Fig. 1: I/O nets highlighted
(8 px per um)
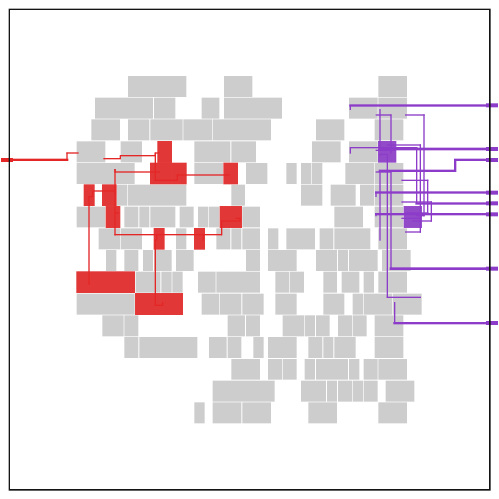
Fig. 2: register map, names as in the netlist
(4 px per um) Other sequential cells in the stronger gray, the rest of the logic in the fainter gray.
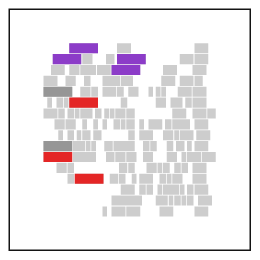
==> config.mk <==
export PLATFORM = sky130hd
export DESIGN_NAME = controller_fsm
export DESIGN_NICKNAME = d
export VERILOG_FILES = /design/src/rtl/cpu_pkg.sv /design/src/rtl/bus_watchdog.sv /design/src/rtl/controller_fsm.sv
export SDC_FILE = /design/constraint.sdc
export NUM_CORES = 1
export LEC_CHECK = 0
export CAP_MARGIN = 20
export CORE_MARGIN = 8
export CORE_UTILIZATION = 44
export CTS_CLUSTER_DIAMETER = 60
export DETAILED_ROUTE_END_ITERATION = 12
export PLACE_DENSITY = 0.81
export SYNTH_ARGS = -nofsm -noshare
export SYNTH_HDL_FRONTEND = slang
export SYNTH_HIERARCHICAL = 1
export SYNTH_SLANG_ARGS = --single-unit
==> constraint.sdc <==
create_clock -name clk -period 11.6 [get_ports clk]
set_input_delay 3.48 -clock clk [delete_from_list [all_inputs] [get_ports clk]]
set_output_delay 3.48 -clock clk [all_outputs]
set_load 0.02 [all_outputs]
==> flow_summary_export.csv <==
group,metric,value,unit
outcome,status,"finished clean",
sta,relSlewSlack,60.14,%
place,placedCellCount,166,
synthesis,ys_top_logic_family,"simple AND/OR/NAND/NOR gates",
pwr,seqPwrFrac,41.9,%
synthesis,syn_inst,117,
cts,cts_tree,"built",
grt,grtUsageTotal,13.65,%
cts,cts_setup_buffers,0,
floorplan,die_height,59.88,um
setup_path,cp.depth,11,
synthesis,ys_ff,9,
setup_path,cpMaxStageDelayCell,"clkdlybuf4s50_1",
cts,numCtsBuffers,3,
sta,worst_hold_slack,0.4606,ns
route,dr_wl_met3,290,um
place,gp_congestion,0.8289,
job,drv_cap,0,
setup_path,crit_chain,"clkdlybuf4s50_1 -> a21o_1 -> a21o_1 -> nand2_1 -> and3_1 -> and4_2 -> nor2_1 -> nand4_1 -> nor3_1 -> a211o_1 -> clkdlybuf4s50_1",
grt,gr-usage-met3,4.946,%
cts,htreeDepth,1,
setup_path,worstPathMaxFanout,17,
sta,fmax,93.90,MHz
synthesis,flop_cell,"dfxtp_1",
floorplan,fp_util,45.01,%
setup_path,start_kind,"input port",
route,wirelength,2382,um
place,place_area,1145,um^2
setup_path,cp-end-kind,"output pin",
floorplan,fp.coreArea,1882,um^2
cells_and_area,layout.nonclk_buf_share,28.21,%
cells_and_area,clkbuf_count,4,
sta,finalSetupTns,0,ns
cells_and_area,drive_gt1_share,6.993,%
setup_path,rr_worst_depth,9,
pwr,finalPower,0.00007957,W
cells_and_area,design_area,1171,um^2
cells_and_area,largest_class,"logic gates",
synthesis,top_area_share,21.27,%
route,first_iter_violations,19,
route,drt-pass1-iter-count,4,
synthesis,syn_avg_cell_area,7.240,um^2
Back to the opening pictures, Fig. 1:
[rst] red | bits: 1 | direction: input | edge: west | end cells: 12 | wire: 88.5 um
[Acc_Data_Out] purple | bits: 8 | direction: input | edge: east | end cells: 2 | wire: 236 um
# port buffers: 33
I/O Pins: 39

Back to the opening pictures, Fig. 2:
[state_reg] red | sequential cells: 3
[u_watchdog/g_on.count_reg] purple | sequential cells: 4 | where: north
not colored: 2
FF+latch area: 180.2 um^2
post-layout util: 62.23%
Seq power: 0.0000334 W
register share of the cell area: 15.38%

No activity file was given, so power comes from the tool's default toggle rates.
